--- src/rtl/systolic_tile_ctrl.sv ---
// Tile sequencer for a SIZE x SIZE systolic MAC array: config, lane-FIFO load, skewed
// streaming, PE drain and row-by-row result handout, with a synchronous abort.
module systolic_tile_ctrl #(
  parameter int SIZE      = 4,
  parameter int DEPTH     = 8,
  parameter int DRAIN_CYC = 2*SIZE
) (
  input  logic                       clk,
  input  logic                       rst,
  input  logic                       cfg_val,
  output logic                       cfg_rdy,
  input  logic [$clog2(DEPTH+1)-1:0] cfg_k,
  input  logic                       abort,
  input  logic                       x_send_val,
  output logic                       x_send_rdy,
  input  logic                       w_send_val,
  output logic                       w_send_rdy,
  input  logic [SIZE-1:0]            x_fifo_full,
  input  logic [SIZE-1:0]            x_fifo_empty,
  input  logic [SIZE-1:0]            w_fifo_full,
  input  logic [SIZE-1:0]            w_fifo_empty,
  output logic [SIZE-1:0]            x_fifo_wen,
  output logic [SIZE-1:0]            w_fifo_wen,
  output logic [SIZE-1:0]            x_fifo_ren,
  output logic [SIZE-1:0]            w_fifo_ren,
  output logic                       fifo_clr,
  output logic                       mac_en,
  output logic                       acc_clr,
  output logic                       out_val,
  input  logic                       out_rdy,
  output logic [$clog2(SIZE)-1:0]    out_row,
  output logic                       tile_done,
  output logic [2:0]                 trace_state
);

  localparam int KW = $clog2(DEPTH+1);
  localparam int RW = $clog2(SIZE);
  localparam int DW = $clog2(DRAIN_CYC+1);

  typedef enum logic [2:0] {
    IDLE  = 3'd0,
    LOAD  = 3'd1,
    MAC   = 3'd2,
    DRAIN = 3'd3,
    OUT   = 3'd4
  } state_e;

  state_e          state_q, state_d;
  logic [KW-1:0]   k_q, k_d, x_cnt_q, x_cnt_d, w_cnt_q, w_cnt_d, iss_cnt_q, iss_cnt_d;
  logic [SIZE-1:0] ren_q, ren_d;
  logic [DW-1:0]   drain_q, drain_d;
  logic [RW-1:0]   row_q, row_d;
  logic            acc_clr_q, acc_clr_d, done_q, done_d, fclr_q, fclr_d;
  logic            x_fire, w_fire, issue;
  logic [KW-1:0]   k_clamp;

  // Empty flags are only observed externally; the read schedule never consults them.
  logic unused_empty;
  assign unused_empty = ^{x_fifo_empty, w_fifo_empty};

  always_comb begin
    k_clamp = cfg_k;
    if (cfg_k == '0)            k_clamp = KW'(1);
    else if (cfg_k > KW'(DEPTH)) k_clamp = KW'(DEPTH);
  end

  assign cfg_rdy    = ~rst & ~abort & (state_q == IDLE);
  assign x_send_rdy = ~rst & ~abort & (state_q == LOAD) & (x_cnt_q < k_q) & ~|x_fifo_full;
  assign w_send_rdy = ~rst & ~abort & (state_q == LOAD) & (w_cnt_q < k_q) & ~|w_fifo_full;
  assign x_fire     = x_send_val & x_send_rdy;
  assign w_fire     = w_send_val & w_send_rdy;
  assign x_fifo_wen = {SIZE{x_fire}};
  assign w_fifo_wen = {SIZE{w_fire}};
  assign x_fifo_ren = ren_q;
  assign w_fifo_ren = ren_q;
  assign fifo_clr   = fclr_q;
  assign acc_clr    = acc_clr_q;
  assign tile_done  = done_q;
  assign out_val    = (state_q == OUT);
  assign out_row    = row_q;
  assign trace_state = state_q;
  // PEs accumulate while any lane is streaming and through the whole drain window.
  assign mac_en     = ((state_q == MAC) & (|ren_q)) | (state_q == DRAIN);

  always_comb begin
    state_d   = state_q;
    k_d       = k_q;
    x_cnt_d   = x_cnt_q + KW'(x_fire);
    w_cnt_d   = w_cnt_q + KW'(w_fire);
    iss_cnt_d = iss_cnt_q;
    ren_d     = ren_q;
    drain_d   = drain_q;
    row_d     = row_q;
    acc_clr_d = 1'b0;
    done_d    = 1'b0;
    fclr_d    = 1'b0;
    issue     = 1'b0;
    case (state_q)
      IDLE: begin
        if (cfg_val) begin
          k_d     = k_clamp;
          x_cnt_d = '0;
          w_cnt_d = '0;
          state_d = LOAD;
        end
      end
      LOAD: begin
        if (x_cnt_d == k_q && w_cnt_d == k_q) begin
          state_d   = MAC;
          ren_d     = '0;
          iss_cnt_d = '0;
        end
      end
      MAC: begin
        // Lane 0 issues k reads; higher lanes replay it one cycle later each.
        issue     = (iss_cnt_q < k_q);
        iss_cnt_d = iss_cnt_q + KW'(issue);
        ren_d     = {ren_q[SIZE-2:0], issue};
        if (ren_q[SIZE-1] && !ren_d[SIZE-1]) begin
          state_d = DRAIN;
          ren_d   = '0;
          drain_d = '0;
        end
      end
      DRAIN: begin
        drain_d = drain_q + DW'(1);
        if (drain_q == DW'(DRAIN_CYC-1)) begin
          state_d = OUT;
          row_d   = '0;
        end
      end
      OUT: begin
        if (out_rdy) begin
          if (row_q == RW'(SIZE-1)) begin
            state_d   = IDLE;
            acc_clr_d = 1'b1;
            done_d    = 1'b1;
          end else begin
            row_d = row_q + RW'(1);
          end
        end
      end
      default: state_d = IDLE;
    endcase
    if (abort) begin
      state_d   = IDLE;
      ren_d     = '0;
      x_cnt_d   = '0;
      w_cnt_d   = '0;
      iss_cnt_d = '0;
      drain_d   = '0;
      row_d     = '0;
      done_d    = 1'b0;
      acc_clr_d = 1'b1;
      fclr_d    = 1'b1;
    end
  end

  always_ff @(posedge clk) begin
    if (rst) begin
      state_q   <= IDLE;
      k_q       <= '0;
      x_cnt_q   <= '0;
      w_cnt_q   <= '0;
      iss_cnt_q <= '0;
      ren_q     <= '0;
      drain_q   <= '0;
      row_q     <= '0;
      acc_clr_q <= 1'b0;
      done_q    <= 1'b0;
      fclr_q    <= 1'b0;
    end else begin
      state_q   <= state_d;
      k_q       <= k_d;
      x_cnt_q   <= x_cnt_d;
      w_cnt_q   <= w_cnt_d;
      iss_cnt_q <= iss_cnt_d;
      ren_q     <= ren_d;
      drain_q   <= drain_d;
      row_q     <= row_d;
      acc_clr_q <= acc_clr_d;
      done_q    <= done_d;
      fclr_q    <= fclr_d;
    end
  end

endmodule

--- config.mk ---
export PLATFORM = sky130hd
export DESIGN_NAME = systolic_tile_ctrl
export DESIGN_NICKNAME = d
export VERILOG_FILES = /design/src/rtl/systolic_tile_ctrl.sv
export SDC_FILE = /design/constraint.sdc
export NUM_CORES = 1
export LEC_CHECK = 0
export ABC_AREA = 1
export ABC_CLOCK_PERIOD_IN_PS = 6000
export CAP_MARGIN = 15
export CORE_MARGIN = 10
export CORE_UTILIZATION = 55
export CTS_CLUSTER_DIAMETER = 100
export DETAILED_ROUTE_END_ITERATION = 10
export DONT_BUFFER_PORTS = 1
export GPL_TIMING_DRIVEN = 0
export HOLD_SLACK_MARGIN = 0.03
export MAX_ROUTING_LAYER = met4
export PLACE_DENSITY = 0.7
export SLEW_MARGIN = 40
export SYNTH_ARGS = -nofsm -noshare
export SYNTH_HDL_FRONTEND = slang
export SYNTH_SLANG_ARGS = --single-unit
export TNS_END_PERCENT = 1
--- constraint.sdc ---
create_clock -name clk -period 6 [get_ports clk]
set_input_delay 1.2 -clock clk [delete_from_list [all_inputs] [get_ports clk]]
set_output_delay 1.2 -clock clk [all_outputs]
set_load 0.02 [all_outputs]
Figure 1. Local utilization.
The bar under the picture is 20 um long. The die is cut into 8 by 8 equal tiles; dark blue is low, red is high, 0 to 100% covered.
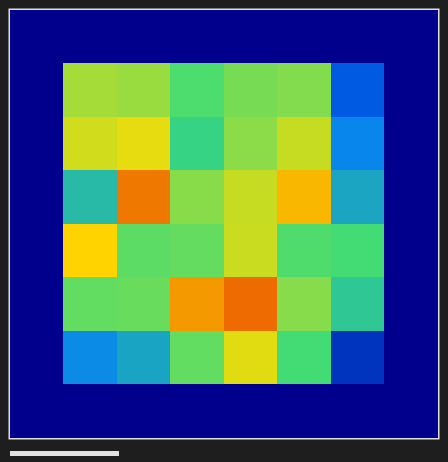
nearly empty tiles: 44%
densest ninth of the die: center
mean over tiles: 32%
fullest tile: 88%
tiles over 75% full: 7.8%

Figure 2. Track usage over the die.
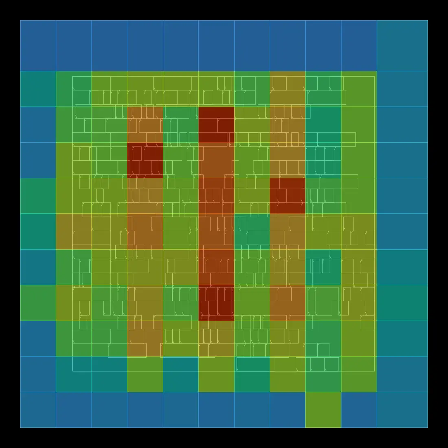
global-route track usage on met3: 6.53%
final standard cell utilization of the core: 60.6%
met2 routing resource usage after global routing: 19.2%

Figure 3. Drive-strength map.
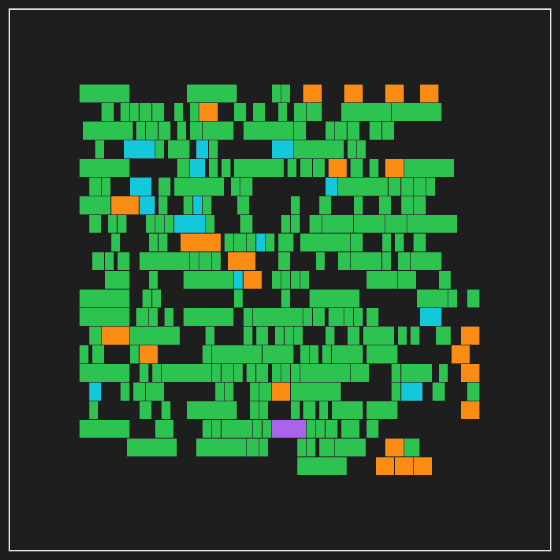
legend:
  orange:
    size: x3 and x4
    cells: 22
    share: 8.2%
    most_used: buf_4
  green:
    size: x1 and smaller
    cells: 232
    share: 86%
    most_used: nand2_1
  cyan:
    size: x2
    cells: 14
    share: 5.2%
    most_used: inv_2
  purple:
    size: x6 and larger
    cells: 1
    share: 0.37%
    most_used: clkbuf_8

==> flow_summary.html <==
<!-- implementation run metrics -->
<table>
<tr><th>Metric</th><th>Value</th></tr>
<tr><th colspan="2">Critical path</th></tr>
<tr><td>CP Capture Point</td><td>x_fifo_wen[1]</td></tr>
<tr><td>Total buffers and inverters traversed by the critical path</td><td>3</td></tr>
<tr><td>Startpoint Class</td><td>primary input</td></tr>
<tr><td>Beginning of the critical path</td><td>rst</td></tr>
<tr><td>Slowest cell delay on critical path</td><td>270 ps</td></tr>
<tr><td>Origin of the critical flop-to-flop path</td><td>trace_state[0]$_SDFFE_PP0P_</td></tr>
<tr><td>CP arrival</td><td>2690 ps</td></tr>
<tr><td>Critical Path Slowest Stage Cell</td><td>sky130_fd_sc_hd__a21oi_2</td></tr>
<tr><td>End of the worst register-to-register path</td><td>iss_cnt_q[1]$_SDFFE_PP0P_</td></tr>
<tr><td>Setup slack on the worst flop-to-flop path</td><td>2540 ps</td></tr>
<tr><th colspan="2">Job</th></tr>
<tr><td>Number of maximum-capacitance constraint violations</td><td>0</td></tr>
<tr><th colspan="2">Power and ir drop</th></tr>
<tr><td>Static Leak</td><td>0.887 nW</td></tr>
<tr><td>Switching pwr</td><td>0.101 mW</td></tr>
<tr><td>Combinational power share</td><td>8.8%</td></tr>
<tr><td>Total Power Consumption</td><td>0.383 mW</td></tr>
<tr><td>Net switching fraction of the power</td><td>26.5%</td></tr>
<tr><td>Comb. pwr</td><td>0.0336 mW</td></tr>
<tr><td>Group with the largest share of power</td><td>registers</td></tr>
<tr><td>Sequential group share of total power</td><td>57.2%</td></tr>
<tr><td>Power per cell area</td><td>190 nW/um^2</td></tr>
<tr><th colspan="2">Synthesis</th></tr>
<tr><td>Most used standard cells in the synthesized netlist</td><td>sky130_fd_sc_hd__nand2_1, sky130_fd_sc_hd__inv_1, sky130_fd_sc_hd__dfxtp_1</td></tr>
<tr><td>Number of synthesis warnings</td><td>0</td></tr>
<tr><td>Fa+ha+maj area frac</td><td>11.2%</td></tr>
<tr><td>Fraction of synthesized area in multiplexers</td><td>0%</td></tr>
<tr><td>Cell types occupying the most area after synthesis</td><td>sky130_fd_sc_hd__dfxtp_1, sky130_fd_sc_hd__ha_1, sky130_fd_sc_hd__nand2_1</td></tr>
<tr><td>Library cells used by synthesis</td><td>32</td></tr>
<tr><td>Seq/Total Area, Yosys</td><td>33.7%</td></tr>
<tr><td>Register bit count reported by yosys</td><td>32</td></tr>
<tr><td>Complex Gates by Area</td><td>14.8%</td></tr>
<tr><td>Top cell area share</td><td>33.7%</td></tr>
<tr><td>Yosys cell count</td><td>261</td></tr>
<tr><td>Simple Share, Synth</td><td>26.4%</td></tr>
<tr><th colspan="2">Drt</th></tr>
<tr><td>Count of antenna-violating nets left after detailed routing</td><td>0</td></tr>
<tr><td>Total vias in the final route</td><td>1611</td></tr>
<tr><td>Routed length on met3</td><td>430 um</td></tr>
<tr><td>Initial drt markers</td><td>67</td></tr>
<tr><td>Detailed-route wire length per cell</td><td>12.8 um</td></tr>
<tr><td>Post-detailed-route via-to-cell ratio</td><td>5.11</td></tr>
<tr><td>Detailed Routing Iterations Pass 1</td><td>4</td></tr>
<tr><td>Highest layer used for signal routing</td><td>met4</td></tr>
<tr><td>Met1 Routed Length</td><td>1860 um</td></tr>
<tr><td>DR WL met2</td><td>1700 um</td></tr>
<tr><th colspan="2">Timing</th></tr>
<tr><td>Tightest hold margin</td><td>473 ps</td></tr>
<tr><td>Fmax</td><td>0.257 GHz</td></tr>
<tr><td>Worst-case setup margin in the final layout</td><td>2110 ps</td></tr>
<tr><td>Number of max-slew violations in the final report</td><td>0</td></tr>
<tr><th colspan="2">Global route</th></tr>
<tr><td>First-pass GRT wire length</td><td>6600 um</td></tr>
<tr><td>Via count of the first global-routing pass</td><td>1519</td></tr>
<tr><td>Initial antenna violation count</td><td>0</td></tr>
<tr><td>Global-route usage over all layers</td><td>13.4%</td></tr>
<tr><th colspan="2">Cells and area</th></tr>
<tr><td>Largest contributor to cell area by class</td><td>combinational gates</td></tr>
<tr><td>Number of nets in the layout</td><td>312</td></tr>
<tr><td>Clock buf count</td><td>6</td></tr>
<tr><td>Storage element area</td><td>641 sq um</td></tr>
<tr><td>Number of ordinary inverters in the final layout</td><td>40</td></tr>
<tr><td>Multi-input logic portion of the cell area</td><td>49.8%</td></tr>
<tr><td>Most numerous logic cells after layout</td><td>sky130_fd_sc_hd__nand2_1, sky130_fd_sc_hd__inv_1, sky130_fd_sc_hd__dfxtp_1</td></tr>
<tr><td>Fraction of area in registers</td><td>31.7%</td></tr>
<tr><td># fillers</td><td>323</td></tr>
<tr><td>Non-clk buf share</td><td>5.26%</td></tr>
<tr><td>Logic Gate Count</td><td>174</td></tr>
<tr><td>Signal buffers</td><td>15</td></tr>
<tr><td>Most common logic cell in the routed design</td><td>sky130_fd_sc_hd__nand2_1</td></tr>
<tr><th colspan="2">Outcome</th></tr>
<tr><td>Outcome</td><td>finished, final reports clean</td></tr>
<tr><th colspan="2">Floorplan</th></tr>
<tr><td>Core area</td><td>3340 sq um</td></tr>
<tr><td>Die boundary width</td><td>78.8 um</td></tr>
<tr><td>Number of cell rows</td><td>21</td></tr>
<tr><td>Effective utilization at floorplan</td><td>57.0%</td></tr>
<tr><td>Top-level port count</td><td>56</td></tr>
<tr><th colspan="2">Clocking</th></tr>
<tr><td>Source-to-sink clock delay at the later pin of the worst-skew pair</td><td>340 ps</td></tr>
<tr><td>Total setup buffers inserted after CTS</td><td>0</td></tr>
<tr><td>TritonCTS clock tree</td><td>yes</td></tr>
<tr><td>Clock sink total</td><td>32</td></tr>
<tr><td>CTS HTree Levels</td><td>2</td></tr>
<tr><td>Post-cts hold-fix buffer tally</td><td>0</td></tr>
<tr><td>Number of buffers created by CTS</td><td>5</td></tr>
<tr><td>Number of buffers between clock root and the deepest sink</td><td>2</td></tr>
<tr><td>Resized cells post-CTS</td><td>0</td></tr>
<tr><th colspan="2">Placed design</th></tr>
<tr><td>Routability congestion estimate from global placement</td><td>0.817</td></tr>
<tr><td>Final HPWL DP</td><td>3210 um</td></tr>
<tr><th colspan="2">Worst hold path</th></tr>
<tr><td>Hold Path Depth</td><td>2</td></tr>
<tr><td>Worst hold path startpoint</td><td>k_q[2]$_SDFFE_PP0P_</td></tr>
</table>
Power is estimated from default activity; no workload was simulated.
